===== config.mk =====
export PLATFORM = sky130hd
export DESIGN_NAME = race_arbiter_n
export DESIGN_NICKNAME = d
export VERILOG_FILES = /design/src/rtl/race_arbiter_n.sv
export SDC_FILE = /design/constraint.sdc
export NUM_CORES = 1
export LEC_CHECK = 0
export ABC_AREA = 1
export CAP_MARGIN = 40
export CORE_AREA = 2 2 39 41
export DETAILED_ROUTE_END_ITERATION = 10
export DIE_AREA = 0 0 41 43
export PLACE_DENSITY = 0.46
export SLEW_MARGIN = 30
export SYNTH_ARGS = -nofsm -noshare
export SYNTH_HDL_FRONTEND = slang
export SYNTH_SLANG_ARGS = --single-unit

===== constraint.sdc =====
create_clock -name clk -period 1.1 [get_ports clk]
set_input_delay 0.22 -clock clk [delete_from_list [all_inputs] [get_ports clk]]
set_output_delay 0.22 -clock clk [all_outputs]
set_load 0.05 [all_outputs]

===== src/rtl/race_arbiter_n.sv =====
// race_arbiter_n
// Registered N-channel race arbiter for the ring-oscillator PUF datapath.
// After a start it watches the per-oscillator finished flags. It latches the
// lowest-indexed channel among those asserted in the first cycle that any
// flag is high. If more than one flag was high in that cycle, it also sets tie.
// The result is held in DONE until it is acknowledged.
//
// Optional feature macro: RACE_ARB_TIMEOUT_EN
//   defined   : ARMED aborts after TIMEOUT_CYCLES cycles with no finisher and
//               reports timeout=1.
//   undefined : no timeout counter, timeout is tied to 0, and ARMED waits
//               indefinitely.
//
// Ports
//   clk         in   rising-edge clock
//   rst         in   synchronous active-high reset
//   start       in   arm a new race (accepted only in IDLE)
//   ack         in   consume the held result (accepted only in DONE)
//   finished    in   [NUM_CH-1:0] level flags from the oscillator counters
//   busy        out  high while ARMED
//   done        out  high while DONE; winner/tie/timeout valid
//   winner      out  [IDX_W-1:0] index of the first finisher
//   winner_bit  out  1 iff winner==0 (legacy two-channel response bit)
//   tie         out  several channels asserted in the deciding cycle
//   timeout     out  race aborted with no finisher
module race_arbiter_n #(
  parameter int unsigned NUM_CH         = 2,
  parameter int unsigned IDX_W          = $clog2(NUM_CH),
  parameter int unsigned TIMEOUT_CYCLES = 65535
) (
  input  logic              clk,
  input  logic              rst,
  input  logic              start,
  input  logic              ack,
  input  logic [NUM_CH-1:0] finished,
  output logic              busy,
  output logic              done,
  output logic [IDX_W-1:0]  winner,
  output logic              winner_bit,
  output logic              tie,
  output logic              timeout
);

  // Elaboration-time parameter sanity.
  if (NUM_CH < 2 || NUM_CH > 64) begin : g_bad_num_ch
    $error("race_arbiter_n: NUM_CH must be in 2..64");
  end
  if (TIMEOUT_CYCLES < 1) begin : g_bad_timeout
    $error("race_arbiter_n: TIMEOUT_CYCLES must be >= 1");
  end

  typedef enum logic [1:0] {
    IDLE  = 2'd0,
    ARMED = 2'd1,
    DONE  = 2'd2
  } state_t;

  state_t           state;
  state_t           state_n;
  logic [IDX_W-1:0] winner_n;
  logic             tie_n;
  logic [IDX_W-1:0] first_idx;
  logic             any_fin;
  logic             multi_fin;

  // Lowest set index: scan downwards so the lowest set bit is written last.
  always_comb begin
    first_idx = '0;
    for (int unsigned i = NUM_CH; i > 0; i--) begin
      if (finished[i-1]) begin
        first_idx = IDX_W'(i - 1);
      end
    end
  end

  assign any_fin   = |finished;
  // Clearing the lowest set bit leaves something only if two or more bits were set.
  assign multi_fin = |(finished & (finished - NUM_CH'(1)));

`ifdef RACE_ARB_TIMEOUT_EN
  localparam logic [31:0] CNT_LAST = 32'(TIMEOUT_CYCLES - 1);

  logic [31:0] cnt;
  logic [31:0] cnt_n;
  logic        timeout_n;
`endif

  always_comb begin
    state_n  = state;
    winner_n = winner;
    tie_n    = tie;
`ifdef RACE_ARB_TIMEOUT_EN
    cnt_n     = cnt;
    timeout_n = timeout;
`endif
    case (state)
      IDLE: begin
        if (start) begin
          state_n  = ARMED;
          winner_n = '0;
          tie_n    = 1'b0;
`ifdef RACE_ARB_TIMEOUT_EN
          cnt_n     = '0;
          timeout_n = 1'b0;
`endif
        end
      end
      ARMED: begin
        // A finisher takes precedence over an expiring timeout in the same cycle.
        if (any_fin) begin
          state_n  = DONE;
          winner_n = first_idx;
          tie_n    = multi_fin;
`ifdef RACE_ARB_TIMEOUT_EN
          timeout_n = 1'b0;
`endif
        end
`ifdef RACE_ARB_TIMEOUT_EN
        else if (cnt == CNT_LAST) begin
          state_n   = DONE;
          winner_n  = '0;
          tie_n     = 1'b0;
          timeout_n = 1'b1;
        end else begin
          cnt_n = cnt + 32'd1;
        end
`endif
      end
      DONE: begin
        if (ack) begin
          state_n = IDLE;
        end
      end
      default: state_n = IDLE;
    endcase
  end

  always_ff @(posedge clk) begin
    if (rst) begin
      state  <= IDLE;
      busy   <= 1'b0;
      done   <= 1'b0;
      winner <= '0;
      tie    <= 1'b0;
    end else begin
      state  <= state_n;
      busy   <= (state_n == ARMED);
      done   <= (state_n == DONE);
      winner <= winner_n;
      tie    <= tie_n;
    end
  end

`ifdef RACE_ARB_TIMEOUT_EN
  always_ff @(posedge clk) begin
    if (rst) begin
      cnt     <= '0;
      timeout <= 1'b0;
    end else begin
      cnt     <= cnt_n;
      timeout <= timeout_n;
    end
  end
`else
  assign timeout = 1'b0;
`endif

  assign winner_bit = (winner == '0);

endmodule

==> run_1/sizing.png <==
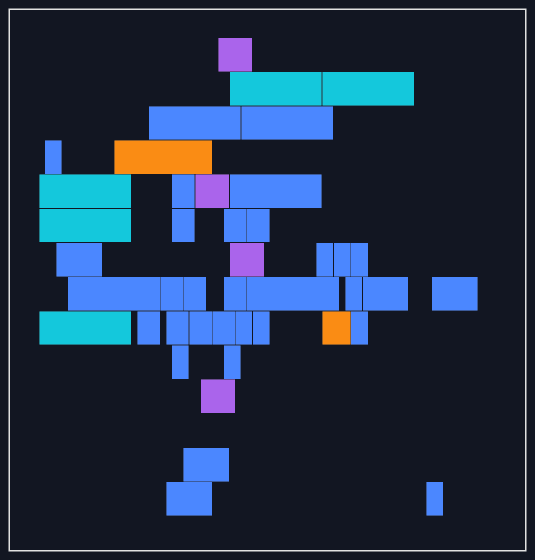
- x2: orange (cells 2; share 4.7%)
- x6 and larger: cyan (cells 5; share 12%)
- x3 and x4: purple (cells 4; share 9.3%)
- x1 and smaller: blue (cells 32; share 74%)
Non-CTS buffers: 11
signed area change from the synthesized netlist to the final layout: 84.2%
Final Cell Area: 424 um^2
worst setup slack after layout: 0.0604 ns

==> run_1/clock_wires.png <==
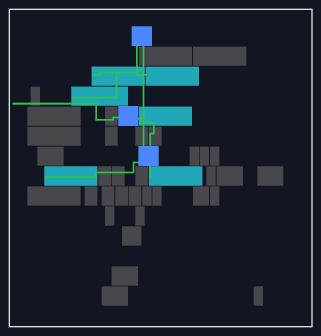
- clock-net drivers: blue (count 3)
- flip-flops: cyan (count 6)
- clock wires: green (length 85.8 um)
- routed clock nets: 4
share of total power in the clock network: 0.357
clock network power: 0.199 mW

==> flow_results.org, run 1 <==
#+TITLE: Implementation results

** Logic synthesis
- Top cells by instance count after synthesis :: a21oi_1 (6), dfxtp_1 (6), nand3_1 (5)
- Post-synth EDFFs :: 0
- Yosys top cell area share :: 0.522
- Ranking of synthesized cells by area :: dfxtp_1 (52%), a21oi_1 (13%), nand3_1 (11%)
- Post-synthesis, Yosys gives the total cell area as 230 um^2.
- Dominant combinational family :: simple AND/OR/NAND/NOR gates
- Post-synthesis mux area share :: 0

** Clocking
- Clock tree root buffer cell :: clkbuf_4
- CTS sink count :: 6
- Hold Buf Count CTS :: 0

** Pwr
- The power report lists the sequential group at 0.240 mW.
- The combinational power reported by the tool is 0.118 mW.
- For this design the static power due to leakage is 0.173 nW.

** Critical path
- Looking at the reg2reg group, the worst path starts from state[0].
- Worst setup path startpoint :: winner
- STA shows the worst reg2reg path with a cell count of 5.
- Type of element capturing the critical path :: output port

** Placed design
- Per the placement log, port buffering inserted 10 buffers.

** Detailed routing
- The first routing iteration left 4 violations.

** Finish
- Measured on the final layout, the clock distribution area share stands at 0.0531.
- Non-clock buffering overhead :: 0.372
- Dominant kind of cell :: non-clock buffers

** Final timing
- Endpoints failing hold in the final report were tallied at 0.

** Job
- In this run the maximum-capacitance check reported violations numbering 0.

** Floorplanning
- For this configuration, the core starts out at a cell density of 0.166.

** Worst hold path
- Hold Crit Endpoint :: winner

** Run status
- Run status :: finished, final reports clean
==> run_1/gates.png <==
Scale bar: 10 um.
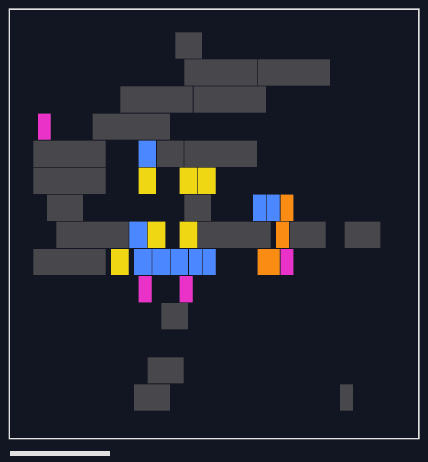
- nand cells: blue (cells 9; where center)
- nor cells: orange (cells 3)
- aoi and oai cells: yellow (cells 6; where center)
- inv cells: magenta (cells 4)
commonest non-fill, non-tap cell in the layout: a21oi_1
multi-input gate share of the layout cell area: 0.206
final standard cell count with taps included and fillers excluded: 59

==> run 1: metrics by stage <==
stage                     instances  TNS [ns]
after floorplan                  30         0
after global placement           56    -0.243
after detailed placement         56    -0.343
after CTS                        59         0
after global routing             59         0
final                            59         0
==> run 1: worst reg2reg max path, stage by stage, from the launching register on <==
cell	delay (ns)
dfxtp_1	0.34
inv_1	0.05
nor2_2	0.13
nand2_1	0.13
nand3_1	0.09
a21oi_1	0.06
==> run 1: layer usage <==
layer  vias to the layer above  part of all wire  GRT usage
met3                         0              0.11     0.0366
met2                         9              0.45      0.100
met4                         0                 0     0.0400
met1                        94              0.44     0.0814
met5                         -                 0          0
li1                        120                 -          -
==> run_1/congestion_map.png <==
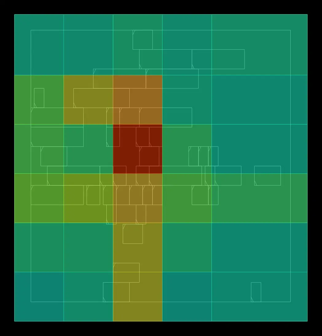

## Run 2: what changed since run 1
Settings changed: ABC_AREA 1 to unset.
==> run_2/congestion_map.png <==
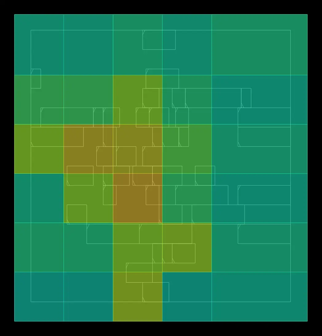
met3 routing resource usage after global routing: 0.0628
global routing met2 resource utilization: 0.109
most crowded layer after global routing: met2
met1 Track Usage GR: 0.103
GRT Util Overall: 0.0823

==> run_2/gates.png <==
Scale bar: 10 um.
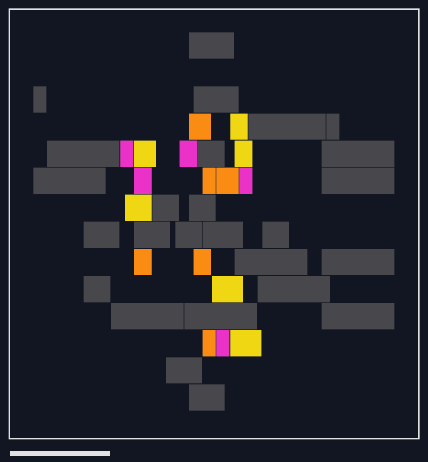
- nor cells: orange (cells 6; where center)
- nand cells: magenta (cells 5)
- aoi and oai cells: yellow (cells 6)
multi-input gate share of the layout cell area: 0.254

==> run_2/clock_wires.png <==
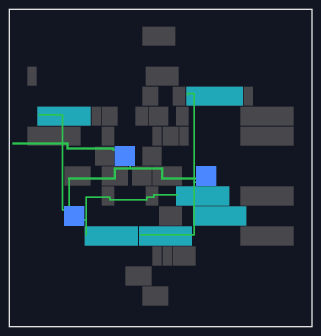
- flip-flops: cyan (count 6)
- clock wires: green (length 109 um)
- clock-net drivers: blue (count 3)
- routed clock nets: 4
worst clock skew: 0.00380 ns
clock network power: 0.207 mW
share of total power in the clock network: 0.359
clock latency of the later-clocked register in the worst-skew pair: 0.24 ns

==> run 2 against run 1 <==
  * Wire length grew 8.0%
  * Via count grew 7.2%
  * Flip-flop count did not move
  * Die area stayed put
  * Sequential power about the same
  * Count of clock-buffer cells in the layout is the same
  * First-iteration DRC count is 75% lower
  * Register-to-register slack got worse by 0.05 ns
  * Critical path depth unchanged
  * Critical path type unchanged
  * Critical endpoint unchanged
  * Largest power group unchanged
==> flow_results.org, run 2 <==
#+TITLE: Implementation results

** Run status
- Run status :: finished, final reports clean (unchanged)

** Finish
- The layout overhead on the synthesized area was 93.7% (was 84.2%).
- Final clock-cell share :: 0.0486 (was 0.0531)
- The fraction of standard cell area that is sequential was 0.262 (was 0.286).
- The cell group occupying the most layout area was non-clock buffers (unchanged).
- The post-layout instance count excluding filler cells is 59 (unchanged).
- The non-clock buffer contribution to total cell area was 0.384 (was 0.372).
- The number of buffers other than clock buffers in the final layout is 13 (was 11).

** Floorplanning
- Horiz. Die Dim :: 41 um (unchanged)
- The pre-placement core utilization was 0.173 (was 0.166).

** Clocking
- Number of instances resized during post-cts repair :: 0 (unchanged)
- CTS sink count :: 6 (unchanged)
- The hold-fix buffer count after cts was 0 (unchanged).
- The root cell of the clock tree is clkbuf_4 (unchanged).

** Pwr
- The sequential-cell power consumption is 0.241 mW (was 0.240 mW).
- The static leakage power is 0.193 nW (was 0.173 nW).
- Reg power frac :: 0.418 (was 0.430)
- Power in combinational cells :: 0.129 mW (was 0.118 mW)
- The power per standard cell area is 1250 mW/mm^2 (was 1310 mW/mm^2).

** Logic synthesis
- The share of the synthesized area in the top cell type came to 0.503 (was 0.522).
- Post-synth EDFFs :: 0 (unchanged)
- Area of the mapped netlist :: 239 um^2 (was 230 um^2)
- Ranking of synthesized cells by area: dfxtp_1 (50%), a21oi_1 (6.3%), nor2b_1 (5.2%) (was dfxtp_1 (52%), a21oi_1 (13%), nand3_1 (11%)).
- Chip Area, Yosys :: 239 um^2 (was 230 um^2)

** Worst hold path
- The cell count of the worst hold path is 5 (was 2).
- Hold Crit Endpoint :: winner (unchanged)

** Detailed routing
- The detailed-route DRC error count is 0 (unchanged).
- Routed length on met1 :: 229 um (was 211 um)
- The total detailed-routing wirelength was 513 um (was 475 um).
- Met3 wirelength from detailed routing :: 55 um (was 51 um)
- Number of DRC violations after detailed-routing iteration 0 :: 1 (was 4)
- The post-detailed-route via-to-cell ratio was 4.05 (was 3.78).
- Highest routing layer actually used :: met3 (unchanged)
- Wire length per cell after detailed routing :: 8.69 um (was 8.05 um)

** Placed design
- The number of cells after detailed placement was 56 (unchanged).
- Tally of buffers added on design ports :: 10 (unchanged)

** Critical path
- Reg2Reg Launch Point :: state[1] (was state[0])
- Type of element capturing the critical path :: output port (unchanged)
- Worst setup path startpoint :: winner (unchanged)
- The path depth of the worst reg2reg path is 2 (was 5).

** Final timing
- Accumulated negative setup slack :: 0 ns (unchanged)
==> run 2: metrics by stage <==
step / instance area, um^2 / worst slack (ns) / util
global route: 463 / 0.0195 / 0.335
floorplan: 240 / 0.116 / -
global placement: 425 / -0.243 / 0.307
CTS: 448 / 0.0151 / 0.324
finish: 463 / 0.0455 / 0.335
detailed placement: 425 / -0.242 / 0.307
==> run 2: kinds of logic (layout without fill, tap and decap cells) <==
logic type | Yosys count | in the layout | share of synthesized area
flops | 6 | 6 | 0.503
mux | 1 | 1 | 0.0419
simple gates | 12 | 12 | 0.251
other cells | 1 | 1 | 0.0157
buf+inv | 2 | 17 | 0.0471
compound gates | 6 | 6 | 0.141
==> run 2: worst max-delay path, stage by stage, from the launching register on <==
cell	delay, ns
dfxtp_2	0.37
inv_1	0.08
buf_12	0.15
Power and IR drop assume default switching activity.
